--- src/rtl/csa_pkg.sv ---
// csa_pkg: shared types and sizing helpers for the chunk-serial carry-save resolver.
// CSA_RESOLVE_ACC_EN widens the inter-chunk carry to cover a third (accumulator) operand.
package csa_pkg;

    typedef enum logic [1:0] {IDLE, RUN, DONE} state_t;

`ifdef CSA_RESOLVE_ACC_EN
    localparam int CW = 2;
`else
    localparam int CW = 1;
`endif

    function automatic int nchunk(input int width, input int chunk);
        return width / chunk;
    endfunction

endpackage

--- src/rtl/csa_resolve_chunk.sv ---
// csa_resolve_chunk: combinational CHUNK-bit slice adder with a CW-bit carry in/out.
// Under CSA_RESOLVE_ACC_EN a 3:2 row folds in the accumulator slice before the ripple add.
module csa_resolve_chunk
    import csa_pkg::*;
#(
    parameter int CHUNK = 8
) (
    input  logic [CHUNK-1:0] a,
    input  logic [CHUNK-1:0] b,
`ifdef CSA_RESOLVE_ACC_EN
    input  logic [CHUNK-1:0] d,
`endif
    input  logic [CW-1:0]    cin,
    output logic [CHUNK-1:0] r,
    output logic [CW-1:0]    cout
);

`ifdef CSA_RESOLVE_ACC_EN
    logic [CHUNK-1:0] ps, pc;
    logic [CHUNK+1:0] t;

    // Slice total stays below 3*2^CHUNK, so the outgoing carry never exceeds 2.
    always_comb begin
        ps = a ^ b ^ d;
        pc = (a & b) | (a & d) | (b & d);
        t  = {2'b00, ps} + {1'b0, pc, 1'b0} + {{CHUNK{1'b0}}, cin};
        r    = t[CHUNK-1:0];
        cout = t[CHUNK+1:CHUNK];
    end
`else
    assign {cout, r} = {1'b0, a} + {1'b0, b} + {{CHUNK{1'b0}}, cin};
`endif

endmodule

--- src/rtl/csa_resolve_seq.sv ---
// csa_resolve_seq: resolves a carry-save pair into binary, CHUNK bits per cycle, valid/ready on both sides.
// Optional CSA_RESOLVE_ACC_EN adds acc_clr and accumulates each result onto the previously delivered sum.
module csa_resolve_seq
    import csa_pkg::*;
#(
    parameter int WIDTH   = 32,
    parameter int CHUNK   = 8,
    parameter int C_SHIFT = 0
) (
    input  logic             clk,
    input  logic             reset,
    input  logic             in_valid,
    output logic             in_ready,
    input  logic [WIDTH-1:0] s,
    input  logic [WIDTH-1:0] c,
`ifdef CSA_RESOLVE_ACC_EN
    input  logic             acc_clr,
`endif
    output logic             out_valid,
    input  logic             out_ready,
    output logic [WIDTH-1:0] sum,
    output logic             carry_out,
    output logic             busy
);

    localparam int NCH  = nchunk(WIDTH, CHUNK);
    localparam int CNTW = NCH > 1 ? $clog2(NCH) : 1;

    generate
        if (CHUNK < 1 || CHUNK > WIDTH || WIDTH % CHUNK != 0) begin : g_bad_cfg
            $error("csa_resolve_seq: WIDTH must be a positive multiple of CHUNK");
        end
    endgenerate

    state_t           state, state_nx;
    logic [CNTW-1:0]  cnt;
    logic [CW-1:0]    carry, carry_nx;
    logic [WIDTH-1:0] sr_s, sr_c;
    logic [CHUNK-1:0] chunk_sum;
    logic             spill, accept, deliver, last;

    assign accept  = in_valid & in_ready;
    assign deliver = out_valid & out_ready;
    assign last    = cnt == CNTW'(NCH - 1);

    always_comb begin
        state_nx  = state;
        in_ready  = 1'b0;
        out_valid = 1'b0;
        busy      = 1'b0;
        case (state)
            IDLE: begin
                in_ready = 1'b1;
                if (in_valid) state_nx = RUN;
            end
            RUN: begin
                busy = 1'b1;
                if (last) state_nx = DONE;
            end
            DONE: begin
                out_valid = 1'b1;
                in_ready  = out_ready;
                if (out_ready) state_nx = in_valid ? RUN : IDLE;
            end
            default: state_nx = IDLE;
        endcase
    end

`ifdef CSA_RESOLVE_ACC_EN
    logic [WIDTH-1:0] sr_a, acc;

    // A same-cycle accept in DONE must see the result being handed over right now.
    always_ff @(posedge clk or negedge reset) begin
        if (!reset) begin
            sr_a <= '0;
            acc  <= '0;
        end else begin
            if (accept)
                sr_a <= acc_clr ? '0 : (deliver ? sum : acc);
            else if (state == RUN)
                sr_a <= sr_a >> CHUNK;
            if (accept && acc_clr)
                acc <= '0;
            else if (deliver)
                acc <= sum;
        end
    end
`endif

    csa_resolve_chunk #(.CHUNK(CHUNK)) u_chunk (
        .a    (sr_s[CHUNK-1:0]),
        .b    (sr_c[CHUNK-1:0]),
`ifdef CSA_RESOLVE_ACC_EN
        .d    (sr_a[CHUNK-1:0]),
`endif
        .cin  (carry),
        .r    (chunk_sum),
        .cout (carry_nx)
    );

    always_ff @(posedge clk or negedge reset) begin
        if (!reset) begin
            state     <= IDLE;
            cnt       <= '0;
            carry     <= '0;
            sr_s      <= '0;
            sr_c      <= '0;
            spill     <= 1'b0;
            sum       <= '0;
            carry_out <= 1'b0;
        end else begin
            state <= state_nx;
            if (accept) begin
                sr_s  <= s;
                sr_c  <= (C_SHIFT != 0) ? c << 1 : c;
                spill <= (C_SHIFT != 0) && c[WIDTH-1];
                carry <= '0;
                cnt   <= '0;
            end else if (state == RUN) begin
                sr_s  <= sr_s >> CHUNK;
                sr_c  <= sr_c >> CHUNK;
                carry <= carry_nx;
                cnt   <= cnt + 1'b1;
                sum[int'(cnt)*CHUNK +: CHUNK] <= chunk_sum;
                if (last) carry_out <= (|carry_nx) | spill;
            end
        end
    end

endmodule

--- config.mk ---
export PLATFORM = sky130hd
export DESIGN_NAME = csa_resolve_seq
export DESIGN_NICKNAME = d
export VERILOG_FILES = /design/src/rtl/csa_pkg.sv /design/src/rtl/csa_resolve_chunk.sv /design/src/rtl/csa_resolve_seq.sv
export SDC_FILE = /design/constraint.sdc
export NUM_CORES = 1
export LEC_CHECK = 0
export CAP_MARGIN = 25
export CORE_ASPECT_RATIO = 2
export CORE_UTILIZATION = 45
export CTS_CLUSTER_DIAMETER = 100
export DETAILED_ROUTE_END_ITERATION = 10
export PLACE_DENSITY = 0.81
export SYNTH_ARGS = -nofsm -noshare
export SYNTH_HDL_FRONTEND = slang
export SYNTH_SLANG_ARGS = --single-unit
--- constraint.sdc ---
create_clock -name clk -period 2.05 [get_ports clk]
set_input_delay 0.3075 -clock clk [delete_from_list [all_inputs] [get_ports clk]]
set_output_delay 0.3075 -clock clk [all_outputs]
set_load 0.01 [all_outputs]
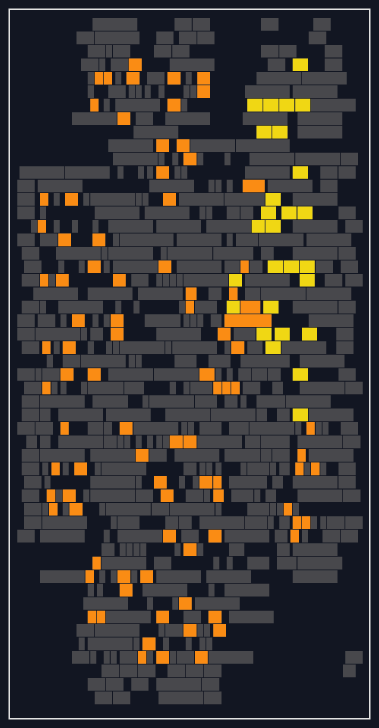
Fig. 1. Gate families picked out (run 1).
[non-inverting ao/oa cells] yellow | cells: 27 | most used: a22o_1
[aoi and oai cells] orange | cells: 89 | most used: a22oi_1
Top cell excl fill/tap: nand2_1
non-filler cells, final: 681
Comb area share: 30.2%

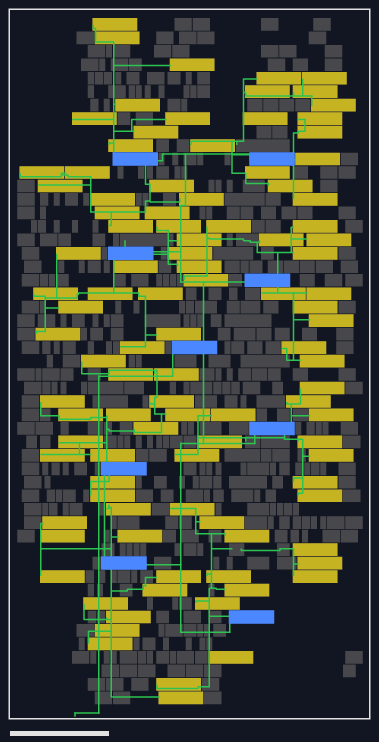
Fig. 2. Routed clock nets over the placement (run 1).
Scale bar: 20 microns.
[clock-net drivers] blue | count: 9
[flip-flops] yellow | count: 102
[clock wires] green | length: 1,130 microns
flops lie: spread over the die
routed clock nets: 10
Clk pwr share: 18.0%
P_clk: 1.82 mW

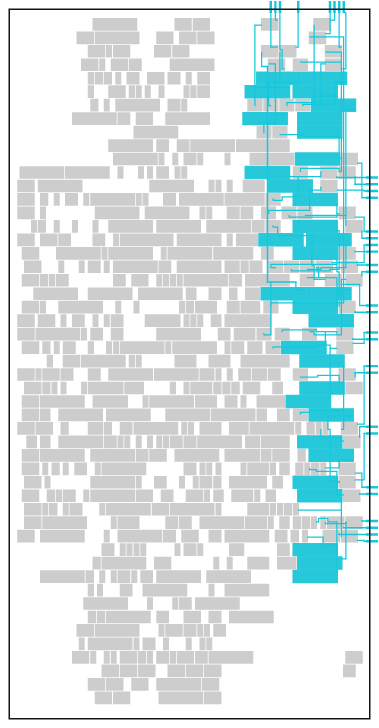
Fig. 3. Wires at chosen ports, followed through buffers (run 1).
[sum] cyan | bits: 32 | direction: output | edge: 24 east, 8 north | end cells: 32 | buffers: 32 | wire: 871 microns
io pins: 104
Port Buf Inserts: 103

==> CHANGELOG.md, run 1 <==
## Implementation

- NumNets Final: 627
- # DRC: 0
- Crit path arrival time: ~2.4 ns
- Worst setup path startpoint: carry$_DFFE_PN0P_
- Max clock buf depth: 2
- Ys Warns: 0
- Worst-margin pin slew: about 0.49 ns
- Pleak: 2.85 nW
- Max-cap check violation count: 0
- Non-CTS buffers: 122
- Finished layout cell area: 6150 sq um
- RR Startpoint: carry$_DFFE_PN0P_
- M1 WL: 4030 microns
- Largest net degree at the start of global routing: 53
- Post-synth ARST share: 100%
- Flop count: 102
- Register-to-Register Path Depth: 7
- Top Layout Cells: 144 x nand2_1, 102 x dfrtp_1, 101 x clkdlybuf4s50_1
- Met3 wire length: 327 microns
- Syn_nets: 516
- Status: finished, violations left
- Clock-pin transition on the worst setup and hold timing paths: approximately 0.07 ns
- Post-route clock period utilization: 107%
- Reg2Reg Setup Slack: -0.15 ns
- Vias: 3,618
- PnR worst setup slack: -0.152 ns
- WP data required: approximately 2.3 ns
- Die Y: approximately 140 microns
- Inverters: 6
- Setup crit end kind: flop
- Layout cells sized above 1: about 10%
- Syn Std Cell Area: 4470 sq um
- CP max stage cell: fa_2
- Die W: 72.5 microns
- Antenna cells: 0
- Antenna Nets Post-Route: 0
- Failing checks: setup timing
- Vias/cell: 5.31
- Top cell family by delay on the critical path: adder cells
- Count of hold-fix buffers inserted at cts: 1
- Flop share of the area: 41.5%
- Worst path bufs/invs: 1
- First-pass DRT Iterations: 4
- Row count: ~50
- # H-tree levels: 3
- WL per Instance: ~16 microns
- Setup CP Type: flop to flop
- CP Depth: 7
- Yosys stat area: between 4000 and 5000 sq um
- Clock root cell: clkbuf_16
- Non-clock buffering overhead: 20.0%
- Number of enable flip-flop cells: 0
- GRT Util Overall: 23.0%
- Finish-stage setup viols: 10
- CTS tree: done
- Layout clock area frac: 5.25%
run 1: routing by layer:
| metal | global-route usage, % | up-vias |
|---|---|---|
| met4 | 12.2 | 0 |
| met2 | 41.8 | 102 |
| li1 | - | 1732 |
| met5 | 0 | - |
| met1 | 24.3 | 1756 |
| met3 | 4.66 | 28 |
run 1: sequential cells by signal, summed over array words and instances, names as in the netlist:
name	cells
carry	1
carry_out	1
cnt	2
sr_c	32
sr_s	32
state	2
sum	32
run 1: synthesized netlist by cell type, types with 2 or more instances:
library cell	count	area (sq um)
a21o_1	3	22.5
nor3_2	2	20.0
o21bai_1	3	22.5
nand2_1	144	541
a22o_1	24	210
buf_2	9	45.0
o22ai_1	2	12.5
o21ai_1	6	30.0
inv_1	4	15.0
inv_2	2	7.51
nor2_1	3	11.3
fa_1	2	40.0
ha_1	13	163
dfrtp_1	102	2550
nand2b_1	2	12.5
nand2_2	2	12.5
nor2b_1	2	12.5
clkbuf_1	12	45.0
xnor2_1	4	35.0
a21oi_1	4	20.0
a22oi_1	48	360
o21ai_0	23	115
run 1: logic make-up (layout without fill, tap and decap cells):
logic type      count (synthesis)  count (layout)  synth area share [%]
buf+inv                        28             144                  2.77
simple gates                  167             167                  16.2
compound gates                116             116                  18.4
flops                         102             102                  57.1
xor+xnor                        5               5                 0.979
fa+ha+maj                      15              15                  4.53
run 1: report_power, final:
group          switching [mW]  internal [mW]
registers               0.520           2.84
clock network           0.746           1.07
logic                    2.72           2.19
total                    3.99           6.10
run 1: through the flow:
stage / utilization, % / hold slack (ns)
final: 63.4 / 0.434
after global routing: 63.4 / 0.465
after CTS: 62.9 / 0.441
after detailed placement: 59.1 / 0.270
after global placement: 59.1 / 0.267
after floorplan: - / 0.0119
Fig. 4: run 1, the clock network
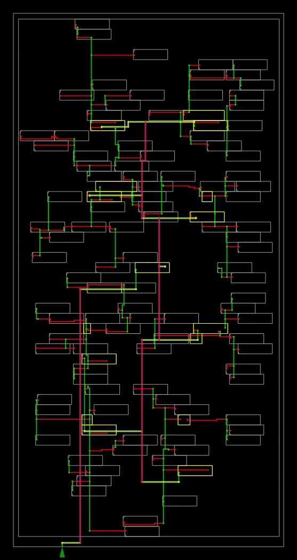

==> run 2: changes to the inputs <==
- PLACE_DENSITY: 0.81 -> 0.74
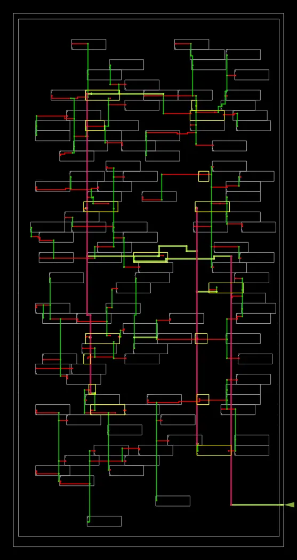
Fig. 5. The clock network (run 2).
flop count: 102
clk_skew: 0.00418 ns

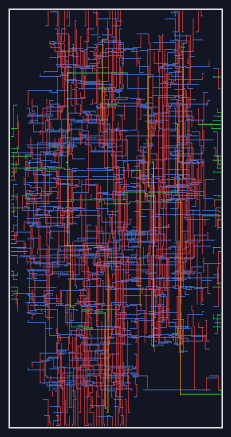
Fig. 6. Signal wires by layer (run 2).
[M1] blue | wire length: 3,850 microns
[M2] red | wire length: 6,170 microns
[M3] green | wire length: 337 microns
[M4] orange | wire length: 475 microns
vias: 3,600
GRT Util Overall: 22.8%

==> run 2 against run 1 <==
Compared with the run above: the flow still finishes with violations (setup timing); fmax increased by 2.5%; die size did not move; setup slack better by 0.053 ns; first-iteration DRC count grew 8.3%; register-to-register slack improved by 0.05 ns; design area shrank 1.3%; largest cell class unchanged; cell count is 0.29% lower; routed wire length is 0.85% lower.
==> CHANGELOG.md, run 2 <==
## Implementation

- Status: finished, violations left (unchanged)
- Failing checks: setup timing (unchanged)
- Synth area leaders: dfrtp_1 57%, nand2_1 12%, a22oi_1 8.1% (unchanged)
- Yosys stat area: 4470 sq um (unchanged)
- Area leader, netlist: dfrtp_1 (unchanged)
- Pleak: 2.80 nW (was 2.85 nW)
- Setup crit end kind: flop (unchanged)
- # Cells Yosys: 433 (unchanged)
- Largest net degree at the start of global routing: 43 (was 53)
- Finished layout cell area: 6070 sq um (was 6150 sq um)
- Pwr per Cell Area: 1590 nW/um^2 (was 1640 nW/um^2)
- Die Y: 143 microns (unchanged)
- First-pass DRT Iterations: 4 (unchanged)
- Antenna Nets Post-Route: 0 (unchanged)
- NumNets Final: 625 (was 627)
- GPL Wtd Cong: 0.875 (was 0.884)
- Syn Std Cell Area: 4470 sq um (unchanged)
- Post-synth ARST share: 100% (unchanged)
- Synth Area in Adders: 4.53% (unchanged)
- # H-tree levels: 3 (unchanged)
- Syn_nets: 516 (unchanged)
- WL per Instance: 16.0 microns (about the same)
- Crit path arrival time: 2.38 ns (was 2.43 ns)
- Max clock buf depth: 2 (unchanged)
- PnR worst setup slack: -0.0989 ns (was -0.152 ns)
- WP data required: 2.28 ns (about the same)
- Ao+oa area frac: 18.4% (unchanged)
- Non-filler cells, final: 679 (was 681)
- Row count: 51 (unchanged)
- Worst-margin pin slew: 0.484 ns (was 0.486 ns)
- Clock-pin transition on the worst setup and hold timing paths: 0.07 ns (about the same)
- Clock root cell: clkbuf_16 (unchanged)
- Synth top area share: 57.1% (unchanged)
- Initial antenna violation count: 0 (unchanged)
- Top Registers: sr_c: 32 flops, sr_s: 32 flops, sum: 32 flops (unchanged)
- Fin crit period: 2.15 ns (was 2.20 ns)
- Io pins: 104 (unchanged)
- Count of hold-fix buffers inserted at cts: 1 (unchanged)
- First-pass GRT wire length: 17,500 microns (was 17,900 microns)
- Layout cells sized above 1: 9.51% (was 10.2%)
- Vias/cell: 5.30 (was 5.31)
- Top cell excl fill/tap: nand2_1 (unchanged)
- Xor/xnor share: 0.979% (unchanged)
- Max-cap check violation count: 0 (unchanged)
- Placed instance area: 5730 sq um (about the same)
- Ys Warns: 0 (unchanged)
- Yosys top cell by instances: nand2_1 (unchanged)
- Finish-stage setup viols: 6 (was 10)
- Hold Slack: 0.454 ns (was 0.434 ns)
- Post-synth mux share: 0% (unchanged)
- Synth top cells by count: 144 x nand2_1, 102 x dfrtp_1, 48 x a22oi_1 (unchanged)
- Final Core Density: 62.6% (was 63.4%)
- Tool Warnings: 34 (unchanged)
- Antenna cells: 0 (unchanged)
- Grt total ovfl: 0 (unchanged)
- Number of enable flip-flop cells: 0 (unchanged)
- Crit path max fanout: 2 (was 4)
- Port Buf Inserts: 103 (unchanged)
- AND/OR/NAND/NOR Cells, Area Fraction: 16.2% (unchanged)
- Fmax: 465 MHz (was 454 MHz)
- # DRC: 0 (unchanged)
- CTS tree: done (unchanged)
- Top comb family, area: AND-OR/OR-AND gates (unchanged)
- Setup CP Type: flop to flop (unchanged)
- Die W: 72.5 microns (unchanged)
- Post-route clock period utilization: 105% (was 107%)
- Top Layout Cells: 144 x nand2_1, 102 x dfrtp_1, 102 x clkdlybuf4s50_1 (was 144 x nand2_1, 102 x dfrtp_1, 101 x clkdlybuf4s50_1)
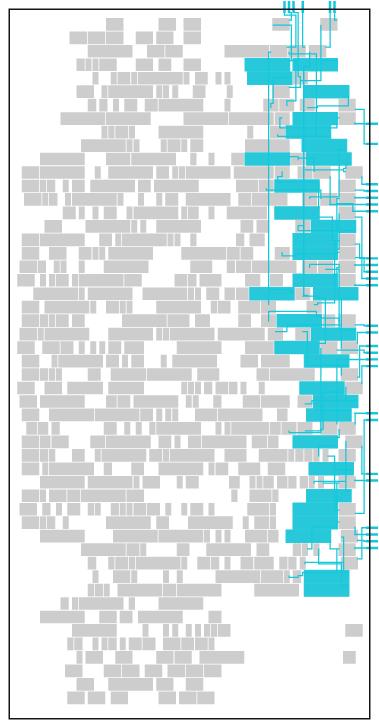
Fig. 7. Wires at chosen ports, followed through buffers (run 2).
[sum] cyan | bits: 32 | direction: output | edge: 26 east, 6 north | end cells: 32 | buffers: 32 | wire: 855 microns

==> run 2: cell types whose count changed in the layout (fill, tap and decap cells not counted), sizes merged, moves of 2 or more <==
cell / change
buf: -2
bufinv: -2
clkbuf: +2
clkinv: +2
==> run 2: final cells by class <==
class                   count  area, sq um  area share, %
clock buffers              11          243           4.00
clock inverters             5         35.0          0.577
inverters                   6         25.0          0.412
multi-input cells         303         1860           30.6
flip-flops and latches    102         2550           42.0
well taps                 132          165           2.72
repair buffers            120         1200           19.7
==> run 2: worst paths after layout <==
path                       slack (ns)                    to                 start  depth (start not counted)
max in group asynchronous        1.01   sr_c[2]$_DFFE_PN0P_                 reset                          3
min                              0.45  sr_s[26]$_DFFE_PN0P_                 reset                          2
max                              -0.1     carry$_DFFE_PN0P_     carry$_DFFE_PN0P_                          7
max reg2reg                      -0.1     carry$_DFFE_PN0P_     carry$_DFFE_PN0P_                          7
min in group clk                 0.48  sr_c[20]$_DFFE_PN0P_  sr_c[20]$_DFFE_PN0P_                          2
min reg2reg                      0.48  sr_c[20]$_DFFE_PN0P_  sr_c[20]$_DFFE_PN0P_                          2
==> run 2: routing by layer <==
layer,routed length (microns),global-route usage [%],vias up
li1,-,-,1732
met2,6170,40.5,114
met3,336,3.39,25
met5,0,0,-
met4,474,13.6,0
met1,3850,24.9,1729
==> run 2: critical path: stages (launching register included) <==
cell      delay (ns)
dfrtp_1         0.40
fa_2            0.41
fa_2            0.35
a21o_1          0.21
a221oi_4        0.28
o21bai_1        0.12
a21oi_2         0.17
o22ai_1         0.09
==> run 2: power breakdown <==
group	leakage [nW]	switching, mW	internal (mW)
logic	1.34	2.66	2.04
registers	1.33	0.512	2.84
clock network	0.135	0.734	0.856
total	2.80	3.91	5.74
Power figures rest on the tool's default switching activity, not on a simulated workload.
